[src/rtl/seg_scan_ctrl.sv]
// seg_scan_ctrl: 4-digit 7-segment scan scheduler with double-buffered load and per-slot blanking.
// Optional SEG_LZ_BLANK_EN suppresses leading zeros on digits 0..2.
module seg_scan_ctrl #(
  parameter int DIV_W     = 16,
  parameter int TICK_DIV  = 50000,
  parameter int BLANK_CYC = 4
) (
  input  logic        clk,
  input  logic        rst,
  input  logic        en,
  input  logic [15:0] load_data,
  input  logic        load_valid,
  output logic        load_ready,
  output logic [3:0]  digit_nib,
  output logic [3:0]  digit_sel,
  output logic        blank,
  output logic        frame_done,
  output logic        busy
);
  typedef enum logic [1:0] {IDLE, BLANK, SHOW} state_t;
  localparam state_t FIRST = (BLANK_CYC == 0) ? SHOW : BLANK;
  localparam logic [DIV_W-1:0] PRE_TOP = DIV_W'(TICK_DIV - 1);
  localparam logic [DIV_W-1:0] PRE_BL = DIV_W'(BLANK_CYC - 1);
  localparam logic [DIV_W-1:0] PRE_ONE = DIV_W'(1);
  state_t state_q, state_d;
  logic [DIV_W-1:0] pre_q, pre_d;
  logic [1:0] slot_q, slot_d;
  logic [15:0] shadow_q, shadow_d, pending_q, pending_d;
  logic pend_full_q, pend_full_d;
  logic [3:0] sel_q, sel_d, nib_q, nib_d;
  logic blank_q, blank_d, fd_q, fd_d;
  logic acc, wrap, frame, lz, show;
  always_comb begin
    state_d = state_q;
    pre_d = pre_q;
    slot_d = slot_q;
    shadow_d = shadow_q;
    pending_d = pending_q;
    pend_full_d = pend_full_q;
    acc = load_valid && !pend_full_q;
    wrap = pre_q == PRE_TOP;
    frame = state_q != IDLE && en && wrap && slot_q == 2'd3;
    fd_d = frame;
    if (state_q == IDLE) begin
      if (en) begin
        state_d = FIRST;
        pre_d = '0;
        slot_d = '0;
      end
    end else if (!en) begin
      state_d = IDLE;
      pre_d = '0;
      slot_d = '0;
    end else if (wrap) begin
      state_d = FIRST;
      pre_d = '0;
      slot_d = slot_q + 2'd1;
    end else begin
      pre_d = pre_q + PRE_ONE;
      if (state_q == BLANK && pre_q == PRE_BL) state_d = SHOW;
    end
    // Frame boundary swaps the queued value in; otherwise a load lands in shadow only when idle or at the boundary.
    if (frame && pend_full_q) begin
      shadow_d = pending_q;
      pend_full_d = 1'b0;
    end else if (acc) begin
      if (state_q == IDLE || frame) shadow_d = load_data;
      else begin
        pending_d = load_data;
        pend_full_d = 1'b1;
      end
    end
`ifdef SEG_LZ_BLANK_EN
    lz = slot_d != 2'd3 && (shadow_d >> (4'd12 - {slot_d, 2'b00})) == 16'd0;
`else
    lz = 1'b0;
`endif
    show = state_d == SHOW && !lz;
    sel_d = show ? 4'b0001 << slot_d : 4'b0000;
    nib_d = state_d == IDLE ? 4'h0 : shadow_d[4'd15 - {slot_d, 2'b00} -: 4];
    blank_d = !show;
  end
  always_ff @(posedge clk or posedge rst) begin
    if (rst) begin
      state_q <= IDLE;
      pre_q <= '0;
      slot_q <= '0;
      shadow_q <= '0;
      pending_q <= '0;
      pend_full_q <= 1'b0;
      sel_q <= '0;
      nib_q <= '0;
      blank_q <= 1'b1;
      fd_q <= 1'b0;
    end else begin
      state_q <= state_d;
      pre_q <= pre_d;
      slot_q <= slot_d;
      shadow_q <= shadow_d;
      pending_q <= pending_d;
      pend_full_q <= pend_full_d;
      sel_q <= sel_d;
      nib_q <= nib_d;
      blank_q <= blank_d;
      fd_q <= fd_d;
    end
  end
  assign load_ready = !pend_full_q;
  assign digit_sel = sel_q;
  assign digit_nib = nib_q;
  assign blank = blank_q;
  assign frame_done = fd_q;
  assign busy = state_q != IDLE;
endmodule

[config.mk]
export PLATFORM = sky130hd
export DESIGN_NAME = seg_scan_ctrl
export DESIGN_NICKNAME = d
export VERILOG_FILES = /design/src/rtl/seg_scan_ctrl.sv
export SDC_FILE = /design/constraint.sdc
export NUM_CORES = 1
export LEC_CHECK = 0
export CAP_MARGIN = 40
export CORE_UTILIZATION = 53
export CTS_BUF_LIST = sky130_fd_sc_hd__clkbuf_4 sky130_fd_sc_hd__clkbuf_8
export CTS_CLUSTER_SIZE = 28
export DETAILED_ROUTE_END_ITERATION = 12
export GPL_ROUTABILITY_DRIVEN = 0
export GPL_TIMING_DRIVEN = 0
export PLACE_DENSITY = 0.89
export SLEW_MARGIN = 20
export SYNTH_ARGS = -nofsm -noshare
export SYNTH_HDL_FRONTEND = slang
export SYNTH_SLANG_ARGS = --single-unit
[constraint.sdc]
create_clock -name clk -period 2.3 [get_ports clk]
set_input_delay 0.345 -clock clk [delete_from_list [all_inputs] [get_ports clk]]
set_output_delay 0.345 -clock clk [all_outputs]
set_load 0.01 [all_outputs]
==> flow_summary.ini, run 1 <==
; implementation run metrics
[run_status]
result_of_the_run = finished with violations
violated_checks = negative setup slack

[worst_setup_path]
timing.critical_path.slowest_stage_cell = dfrtp_1
cp.required_ns = 2.57
critical_path_peak_fanout = 10
crit_chain = ha_2 -> and4_4 -> and4_4 -> buf_6 -> nand4_1 -> buf_4 -> buf_2 -> a31oi_1 -> a32oi_1 -> o21ai_1
critPathArrivalTime_ns = 2.59
crit_family = AND-OR/OR-AND gates
cp-endpoint = digit_nib[0]
worst-r2r-setup-slack_ns = -0.03
critical_path.startpoint_type = flop

[job]
log.warning_count = 27
number_of_max_cap_violations = 0

[synth]
synth.cellmix.adderShare = 0.00850
ys_area_sq_um = 2940
ys_sh_aoi = 0.133
synth-main-ff-cell = dfrtp_1
async_reset_ff_frac = 1.00
synthesis.nets = 313
top_cell_area_share = 0.527
post_synth_main_logic_family = simple AND/OR/NAND/NOR gates
simple_gate_area_frac = 0.195
synth_cells = 291

[power_and_ir_drop]
power.leakage_nw = 1.74
seq_power_share = 0.497
top_power_group = sequential cells
total_switching_power_uw = 501
clock_net_power_mw = 1.01
comb_power_uw = 142

[cts]
post-cts-setup-buffers = 4
cts-htree-levels = 3
cts_hold_buffers = 0
ctsResizeCount = 17
cts_tree = yes
cts-root-to-sink-buffers = 2

[place]
cells_after_dpl = 393
io_buffer_count = 31
placement.setup.worst_slack_ns = -0.487

[drt]
route.antenna.remaining_nets = 0
drtPass1Iterations = 5
detail_route.drc_violations = 0
met1_length_mm = 3.15
num_vias = 2561
route.met2.wl_mm = 3.91

[cells_and_area]
antenna_diode_count = 0
seq_cell_count = 63
postLayoutCoreUtil = 0.731
finish.instance_area_sq_um = 3830
register_area_sq_um = 1580
final.clkbuf_count = 13
final_standard_cell_count_with_taps_included_and_fillers_excluded = 422
top_regs = pending_q x16, pre_q x16, shadow_q x16
seqAreaFraction = 0.412
largest_cell_class = sequential cells
fill_cells = 327
layout.buffer.nonclock.area_share = 0.140
sh_comb_area = 0.362

[timing]
achievable-frequency_mhz = 430
setup_viol_count_final = 2
setup_ws_ns = -0.0255
maxSlewViolCount = 0

[grt]
grt.overflow.total = 0
pin_count_of_the_biggest_net_entering_global_routing = 40
track_usage = 0.250
global_route.usage.met3 = 0.0874
antenna_found_initial = 0
groute.layer.met1.usage = 0.311

[die]
io_pins = 32
rows = 26
num_tap_cells = 70
fp_util = 0.562
die_h_um = 76.5

[hold_path]
worst_hold_path_type = primary input to asynchronous set/reset pin
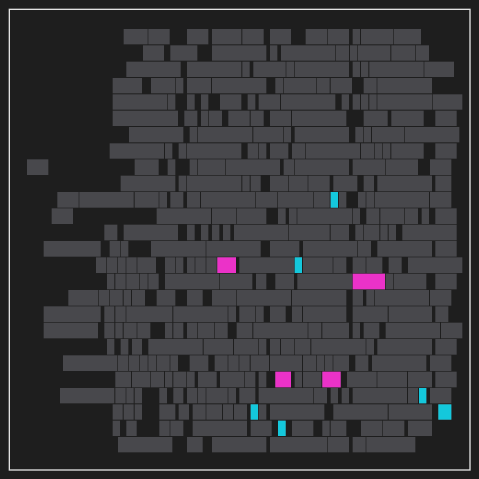
Figure 1: run 1, gate-type map.
Scale: 6 px per um.
legend:
  cyan:
    family: inverters
    cells: 6
    most_used: inv_1
  magenta:
    family: AND-OR and OR-AND gates
    cells: 4
    most_used: a22o_1

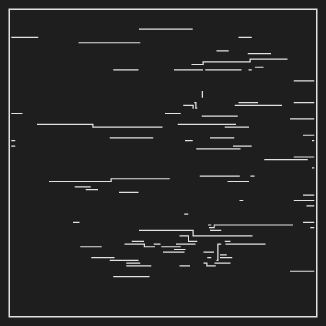
Figure 2: run 1, the metal 3 layer.
Scale: 4 px per um.
nets with wire on the layer: 60
share of all routed wire: 6.3%
main direction: horizontal
longest straight run: 19.6 um

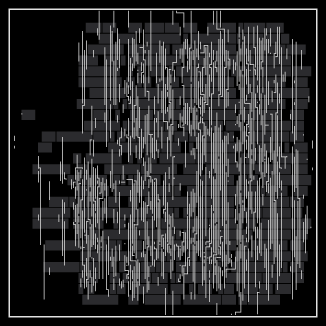
Figure 3: run 1, metal 2.
Scale: 4 px per um. Cells faint in the background.
longest straight run: 38.1 um
share of all routed wire: 51%
wire length on this layer: 3910 um
nets with wire on the layer: 334

Figure 4. Drive-strength map (run 1).
Scale: 6 px per um.
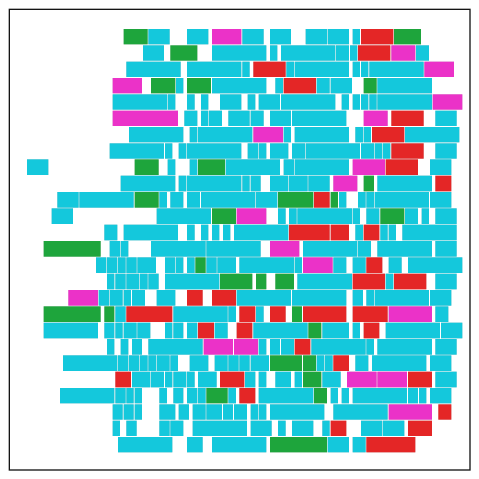

## Run 2: what changed since run 1
RECOVER_POWER = 50   (was unset)
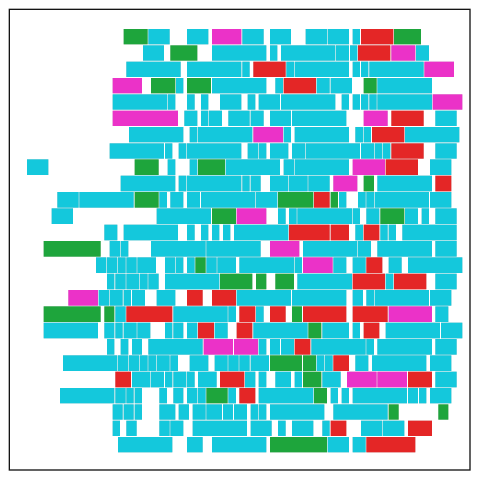
Figure 5: run 2, drive-strength map.
Scale: 6 px per um.
legend:
  cyan:
    size: drive 1 or less
    cells: 267
    share: 76%
    most_used: dfrtp_1
  green:
    size: drive 2
    cells: 31
    share: 8.8%
    most_used: mux2_2
  red:
    size: drive 3 to 4
    cells: 35
    share: 9.9%
    most_used: buf_4
  magenta:
    size: drive 6 and up
    cells: 19
    share: 5.4%
    most_used: clkbuf_8

==> run 2 against run 1 <==
Combinational power down 3%. Via count up 0.51%. Utilization down 0.31 points. Clock power about the same. Largest power group unchanged. Non-clock buffer count unchanged. Critical path depth unchanged. The run still ends with negative setup slack left. Fmax up 0.51%. Flip-flop count unchanged. Final area down 0.42%. Clock skew up 0.0016 ns. First-iteration DRC count down 2.5%.
==> flow_summary.ini, run 2 <==
; implementation run metrics
[power_and_ir_drop]
comb_power_uw = 138
seq_power_share = 0.498
top_power_group = sequential cells
power.leakage_nw = 1.73

[timing]
setup_ws_ns = -0.0136
setup_viol_count_final = 2

[cells_and_area]
top_regs = pending_q x16, pre_q x16, shadow_q x16
sh_comb_area = 0.364
final.clkbuf_count = 13
seq_cell_count = 63
layout.buffer.nonclock.area_share = 0.137
finish.instance_area_sq_um = 3810
postLayoutCoreUtil = 0.728
seqAreaFraction = 0.414
antenna_diode_count = 0
fill_cells = 330
largest_cell_class = sequential cells

[cts]
cts_hold_buffers = 0
ctsResizeCount = 17
cts-root-to-sink-buffers = 2
post-cts-setup-buffers = 4

[run_status]
violated_checks = negative setup slack
result_of_the_run = finished with violations

[die]
die_h_um = 76.5
num_tap_cells = 70
fp_util = 0.562

[drt]
num_vias = 2574
route.antenna.remaining_nets = 0
met1_length_mm = 3.07
route.met2.wl_mm = 3.85

[worst_setup_path]
critical_path_peak_fanout = 10
crit_chain = ha_2 -> and4_4 -> and4_4 -> buf_6 -> nand4_1 -> buf_4 -> buf_6 -> a31oi_1 -> mux2i_1 -> o21ai_1
worst-r2r-setup-slack_ns = -0.01
cp-endpoint = digit_nib[2]
critPathArrivalTime_ns = 2.58
timing.critical_path.slowest_stage_cell = dfrtp_1
crit_family = simple AND/OR/NAND/NOR gates

[synth]
async_reset_ff_frac = 1.00
simple_gate_area_frac = 0.195
synthesis.nets = 313
synth.cellmix.adderShare = 0.00850
ys_sh_aoi = 0.133
ys_area_sq_um = 2940
post_synth_main_logic_family = simple AND/OR/NAND/NOR gates

[hold_path]
worst_hold_path_type = flop to flop

[job]
number_of_max_cap_violations = 0
log.warning_count = 27

[grt]
grt.overflow.total = 0
track_usage = 0.250
antenna_found_initial = 0

[place]
io_buffer_count = 31
cells_after_dpl = 393
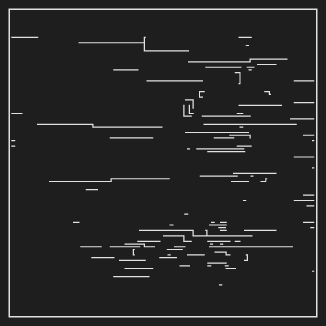
Figure 6: run 2, the metal 3 layer.
Scale: 4 px per um.
longest straight run: 23.0 um
nets with wire on the layer: 66
main direction: horizontal
share of all routed wire: 7.0%

Power figures rest on the tool's default switching activity, not on a simulated workload.
